==> images/congestion_map.png <==
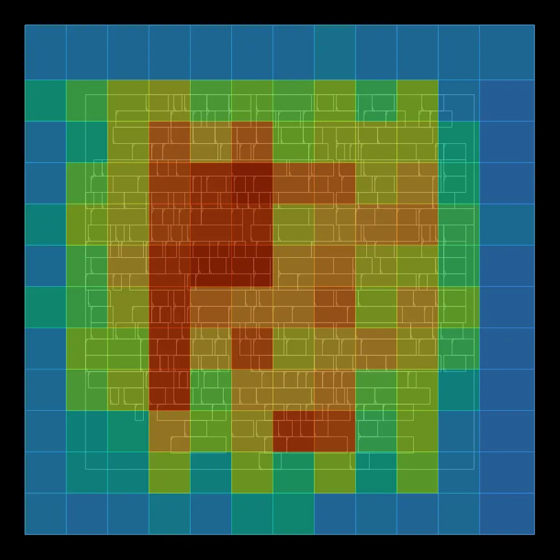
==> images/closeup.png <==
Window x 51 to 76, y 9 to 34 µm. Cells in grey, sequential cells in the stronger grey; small squares are vias.
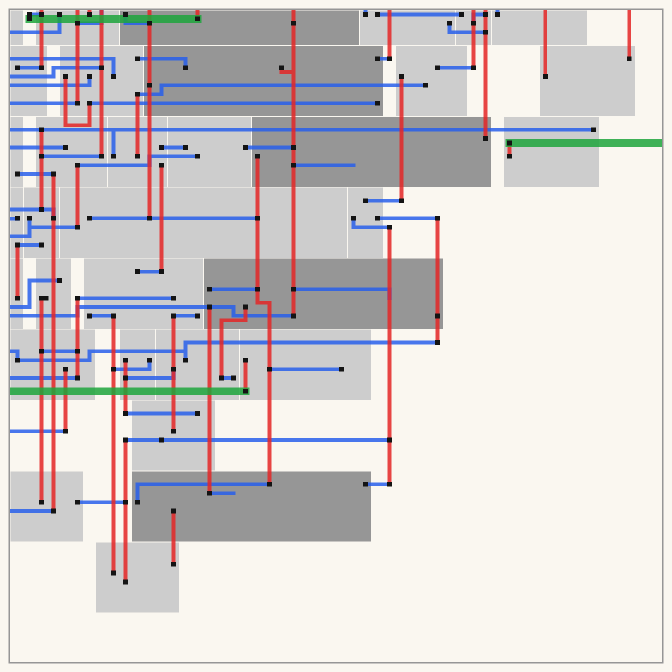
==> images/layers.png <==
Two of the layers only.
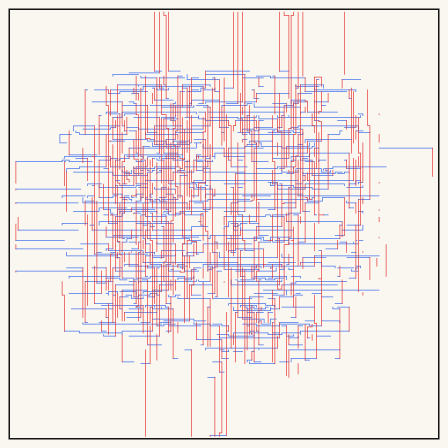
==> images/floorplan.png <==
The bar under the picture is 20 µm long. Pins as bars on the die edge. Tap cells in grey.
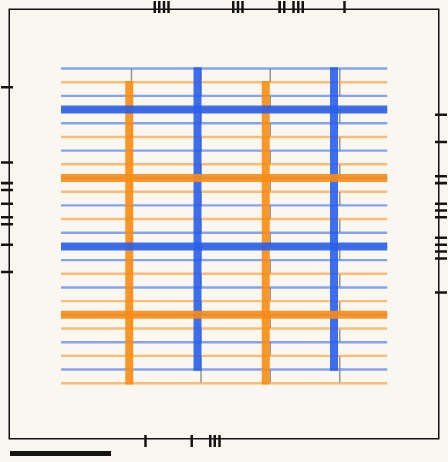
### config.mk
export PLATFORM = sky130hd
export DESIGN_NAME = vc_domain_demux2_queue
export DESIGN_NICKNAME = d
export VERILOG_FILES = /design/src/rtl/vc_domain_demux2_queue_pkg.sv /design/src/rtl/vc_domain_queue2.sv /design/src/rtl/vc_domain_demux2_queue.sv
export SDC_FILE = /design/constraint.sdc
export NUM_CORES = 1
export LEC_CHECK = 0
export CAP_MARGIN = 20
export CORE_MARGIN = 10
export CORE_UTILIZATION = 57
export CTS_CLUSTER_SIZE = 40
export DETAILED_ROUTE_END_ITERATION = 12
export GPL_TIMING_DRIVEN = 1
export HOLD_SLACK_MARGIN = 0.15
export MAX_ROUTING_LAYER = met4
export PLACE_DENSITY = 0.94
export SYNTH_ARGS = -nofsm -noshare
export SYNTH_HDL_FRONTEND = slang
export SYNTH_HIERARCHICAL = 1
export SYNTH_SLANG_ARGS = --single-unit
### constraint.sdc
create_clock -name clk -period 2.5 [get_ports clk]
set_input_delay 0.375 -clock clk [delete_from_list [all_inputs] [get_ports clk]]
set_output_delay 0.375 -clock clk [all_outputs]
set_load 0.02 [all_outputs]
### src/rtl/vc_domain_demux2_queue_pkg.sv
// Shared definitions for the domain-labelled 1-to-2 demux and its queues.
package vc_domain_demux2_queue_pkg;

  // Security domain labels, lowest to highest.
  typedef logic [1:0] domain_t;
  localparam domain_t DOM_LOW  = 2'b00;
  localparam domain_t DOM_1    = 2'b01;
  localparam domain_t DOM_2    = 2'b10;
  localparam domain_t DOM_HIGH = 2'b11;

  // Per-output queue geometry: two entries, occupancy counts 0..2.
  localparam int unsigned QUEUE_DEPTH = 2;
  localparam int unsigned COUNT_W     = 2;
  typedef logic [COUNT_W-1:0] count_t;

  // One-bit pointers simply toggle, wrapping 1 -> 0.
  function automatic logic ptr_next(input logic ptr);
    return ~ptr;
  endfunction

endpackage

### src/rtl/vc_domain_queue2.sv
// Two-entry labelled queue. Entries are scrubbed to zero as they are
// dequeued so a freed slot never holds a stale payload or label.
module vc_domain_queue2
  import vc_domain_demux2_queue_pkg::*;
#(
  parameter int p_nbits = 8
) (
  input  logic               clk,
  input  logic               reset_n,
  input  logic               enq_val_i,
  input  logic [p_nbits-1:0] enq_msg_i,
  input  domain_t            enq_domain_i,
  output logic               full_o,
  output logic               deq_val_o,
  input  logic               deq_rdy_i,
  output logic [p_nbits-1:0] deq_msg_o,
  output domain_t            deq_domain_o
);

  logic [p_nbits-1:0] msg_q [QUEUE_DEPTH];
  logic [p_nbits-1:0] msg_d [QUEUE_DEPTH];
  domain_t            dom_q [QUEUE_DEPTH];
  domain_t            dom_d [QUEUE_DEPTH];
  logic               wr_ptr_q, wr_ptr_d;
  logic               rd_ptr_q, rd_ptr_d;
  count_t             count_q, count_d;
  logic               enq_fire;
  logic               deq_fire;

  assign full_o    = (count_q == count_t'(QUEUE_DEPTH));
  assign deq_val_o = (count_q != '0);
  assign enq_fire  = enq_val_i && !full_o;
  assign deq_fire  = deq_val_o && deq_rdy_i;

  // Head is forced to zero when empty, independent of entry contents.
  assign deq_msg_o    = deq_val_o ? msg_q[rd_ptr_q] : '0;
  assign deq_domain_o = deq_val_o ? dom_q[rd_ptr_q] : DOM_LOW;

  // Next-state: scrub the vacated head on dequeue, write the tail on enqueue.
  // With one entry present the two slots differ, so both can act together.
  always_comb begin
    msg_d    = msg_q;
    dom_d    = dom_q;
    wr_ptr_d = wr_ptr_q;
    rd_ptr_d = rd_ptr_q;
    count_d  = count_q;
    if (deq_fire) begin
      msg_d[rd_ptr_q] = '0;
      dom_d[rd_ptr_q] = DOM_LOW;
      rd_ptr_d        = ptr_next(rd_ptr_q);
    end
    if (enq_fire) begin
      msg_d[wr_ptr_q] = enq_msg_i;
      dom_d[wr_ptr_q] = enq_domain_i;
      wr_ptr_d        = ptr_next(wr_ptr_q);
    end
    case ({enq_fire, deq_fire})
      2'b10:   count_d = count_q + count_t'(1);
      2'b01:   count_d = count_q - count_t'(1);
      default: count_d = count_q;
    endcase
  end

  // State register; reset discards all stored data.
  always_ff @(posedge clk or negedge reset_n) begin
    if (!reset_n) begin
      for (int i = 0; i < QUEUE_DEPTH; i++) begin
        msg_q[i] <= '0;
        dom_q[i] <= DOM_LOW;
      end
      wr_ptr_q <= 1'b0;
      rd_ptr_q <= 1'b0;
      count_q  <= '0;
    end else begin
      msg_q    <= msg_d;
      dom_q    <= dom_d;
      wr_ptr_q <= wr_ptr_d;
      rd_ptr_q <= rd_ptr_d;
      count_q  <= count_d;
    end
  end

endmodule

### src/rtl/vc_domain_demux2_queue.sv
// Domain-labelled 1-to-2 demux: steers each input message into the queue
// chosen by the public select. in_rdy reflects only the selected queue's
// occupancy; there is no bypass from the consumers' ready signals.
module vc_domain_demux2_queue
  import vc_domain_demux2_queue_pkg::*;
#(
  parameter int p_nbits = 8
) (
  input  logic               clk,
  input  logic               reset_n,
  input  logic               in_val,
  output logic               in_rdy,
  input  logic [p_nbits-1:0] in_msg,
  input  domain_t            in_domain,
  input  logic               sel,
  output logic               out0_val,
  input  logic               out0_rdy,
  output logic [p_nbits-1:0] out0_msg,
  output domain_t            out0_domain,
  output logic               out1_val,
  input  logic               out1_rdy,
  output logic [p_nbits-1:0] out1_msg,
  output domain_t            out1_domain
);

  logic full0, full1;
  logic enq0, enq1;

  // Steering and ready mux.
  always_comb begin
    enq0   = in_val && !sel;
    enq1   = in_val &&  sel;
    in_rdy = sel ? !full1 : !full0;
  end

  vc_domain_queue2 #(.p_nbits(p_nbits)) u_q0 (
    .clk          (clk),
    .reset_n      (reset_n),
    .enq_val_i    (enq0),
    .enq_msg_i    (in_msg),
    .enq_domain_i (in_domain),
    .full_o       (full0),
    .deq_val_o    (out0_val),
    .deq_rdy_i    (out0_rdy),
    .deq_msg_o    (out0_msg),
    .deq_domain_o (out0_domain)
  );

  vc_domain_queue2 #(.p_nbits(p_nbits)) u_q1 (
    .clk          (clk),
    .reset_n      (reset_n),
    .enq_val_i    (enq1),
    .enq_msg_i    (in_msg),
    .enq_domain_i (in_domain),
    .full_o       (full1),
    .deq_val_o    (out1_val),
    .deq_rdy_i    (out1_rdy),
    .deq_msg_o    (out1_msg),
    .deq_domain_o (out1_domain)
  );

endmodule

==> impl_metrics.py <==
# Auto-generated metrics
metrics = {
    "clock_tree": {
        "cts_setup_buffers": 0,
        "clkSinkCount": 48,
        "insertion_delay_ns": 0.31,
        "cts_tree": "yes",
        "path_clk_slew_ns": 0.10,
        "htree_levels": 2,
    },
    "yosys": {
        "logic_family": "AND-OR/OR-AND gates",
        "syn_area_per_cell_um2": 10.7,
        "ys_cells": 226,
        "ys_seq_share_pct": 49.8,
        "synth_nets": 244,
        "yosys.area_share.adder_pct": 1.04,
        "ys_area_um2": 2410,
        "synth.distinct_cells": 29,
        "synth_warnings": 6,
        "synth_area_um2": 2410,
    },
    "layout": {
        "comb_share_pct": 37.5,
        "area_growth_pct": 22.8,
        "buf_share_pct": 15.3,
        "flops": 48,
        "flop_area_um2": 1200,
        "num-fill-cells": 294,
        "inv_count": 5,
        "nClkBuffers": 5,
        "lay_top_cells": "48 x dfrtp_1, 37 x clkdlybuf4s50_1, 31 x a22o_1, 31 x nand3_1, 24 x nor2_1",
        "logic_area_um2": 1110,
        "lay_top_count": "dfrtp_1",
        "seq_share_pct": 40.5,
        "layout-drive-gt1-share_pct": 9.43,
        "dominant_cells": "flip-flops and latches",
        "antennaDiodeCount": 0,
    },
    "power_and_ir_drop": {
        "pg_seq_uw": 1470,
        "p_leak_uw": 0.00137,
        "comb-power_uw": 2090,
        "clockPowerShare_pct": 14.0,
        "p_seq_share_pct": 35.5,
        "total_power_uw": 4130,
        "max-vdd-ir-drop_uv": 855,
        "comb_power_share_pct": 50.5,
        "switching_share_pct": 40.6,
        "switching_power_uw": 1680,
        "pg_clk_uw": 579,
        "power_density_nw_per_um2": 1400,
    },
    "route": {
        "viasPerCell": 6.20,
        "drtPass1Iterations": 4,
        "met1_length_um": 2500,
        "wl_um": 5860,
        "wl_met3_um": 436,
        "met2_wirelength_um": 2870,
        "drtAntennaViolNets": 0,
        "top_layer": "met4",
    },
    "global_route": {
        "antenna_found_initial": 0,
        "grt_pass1_vias": 2022,
        "grt-ovfl-total": 0,
        "grt_pass1_wl_um": 10000,
        "track_usage_pct": 17.2,
    },
    "critical_path": {
        "reg2reg_depth": 4,
        "critPathRequiredTime_ns": 2.12,
        "crit_chain": "nand2b_4 -> inv_2 -> mux2i_1 -> clkdlybuf4s50_1",
        "cp-start-kind": "flop",
        "startpoint": "u_q1/count_q[0]",
        "cp_max_fo": 13,
        "endpoint": "in_rdy",
        "worst_path_max_delay_cell": "clkdlybuf4s50_1",
        "worstReg2RegStart": "u_q0/rd_ptr_q",
        "ff2ff_setup_slack_ns": 0.62,
        "crit_path_end_kind": "output pin",
        "r2r-end": "u_q0/msg_q[11]",
    },
    "timing": {
        "setup_viol": 0,
        "fin_crit_sh_pct": 93.4,
        "finClkSkew_ns": 0.0107,
        "period_needed_ns": 2.33,
        "relSlewSlack_pct": 61.2,
        "slew_viol_final": 0,
        "tightest_slew_ns": 0.582,
        "hold_viol_final": 0,
    },
    "job": {
        "drv_cap": 0,
        "warning_count": 26,
    },
    "place": {
        "place_hpwl_um": 4190,
    },
    "worst_hold_path": {
        "worstHoldPathType": "primary input to async pin",
    },
    "die": {
        "die_h_um": 85.1,
        "nWellTaps": 50,
        "die_w_um": 85.1,
        "rows": 23,
    },
    "status": {
        "status": "finished, final reports clean",
    },
}
Notes on congestion_map.png above:
met1 usage: 20.3%
GRT busiest layer: met2
grt met3 use: 4.68%
GR met2 Demand/Resource: 27.3%

Notes on closeup.png above:
green -> M3
red -> M2
blue -> M1
sequential cells in the window = 4
cells with their middle in the window = 23
most frequent = dfrtp_1 (4), buf_4 (3)
netlist names of flops here include = u_q0/count_q (2)

Notes on layers.png above:
red -> M2  # wire length 2870 µm
blue -> M1  # wire length 2500 µm

Notes on floorplan.png above:
orange -> VSS
blue -> VDD
met4 straps = 4
met1 rails = 24
signal pins = 39
tap cells = 50
met5 straps = 4

-- timing repair --
item                                    in CTS  in global routing
endpoints found under the hold margin       16                  0
endpoints found under the setup margin       0                  1
hold buffers                                 1                  0
gates resized                                0                  1
-- critical path, delay by kind of cell (launching register included) --
kind / cells / cell delay, ns
simple gates: 1 / 0.25
flops: 1 / 0.45
mux: 1 / 0.17
buf+inv: 2 / 0.79
-- Yosys cell counts, drive strengths merged --
cell type	instances	share of area, %
nor2b	6	1.6
nand2	6	0.93
nand3	31	6.4
xnor2	6	2.2
nor3b	1	0.31
nor2	26	4.5
and2	1	0.31
mux2i	21	8.7
inv	5	0.78
xor2	3	1.1
and3b	1	0.36
ha	2	1.0
o211ai	11	3.4
nand2b	4	1.1
buf	9	2.3
and2b	1	0.41
nand3b	1	0.31
clkbuf	8	1.2
a22o	31	11
o32ai	1	1.1
a32o	1	0.41
dfrtp	48	50
o21ai	2	0.41
-- metal layers --
| metal | up-vias | track usage (%) |
|---|---|---|
| li1 | 892 | - |
| met1 | 973 | 20.3 |
| met2 | 81 | 27.3 |
| met3 | 7 | 4.68 |
| met4 | 0 | 6.29 |
| met5 | - | - |
-- stage by stage --
step	area (µm²)	hold slack (ns)	std cells	worst slack, ns
after floorplan	2410	0.0794	226	0.936
after global placement	2830	0.300	306	0.436
after detailed placement	2830	0.306	306	0.384
after CTS	2960	0.501	315	0.0629
after global routing	2960	0.524	315	0.0214
final	2960	0.496	315	0.165
-- sequential cells by signal, summed over array words and instances, names as in the netlist --
name,count
u_q0/count_q,2
u_q0/wr_ptr_q,1
u_q1/count_q,2
u_q1/rd_ptr_q,1
u_q1/wr_ptr_q,1
u_q1/msg_q,16
u_q0/msg_q,16
u_q1/dom_q,4
u_q0/rd_ptr_q,1
u_q0/dom_q,4
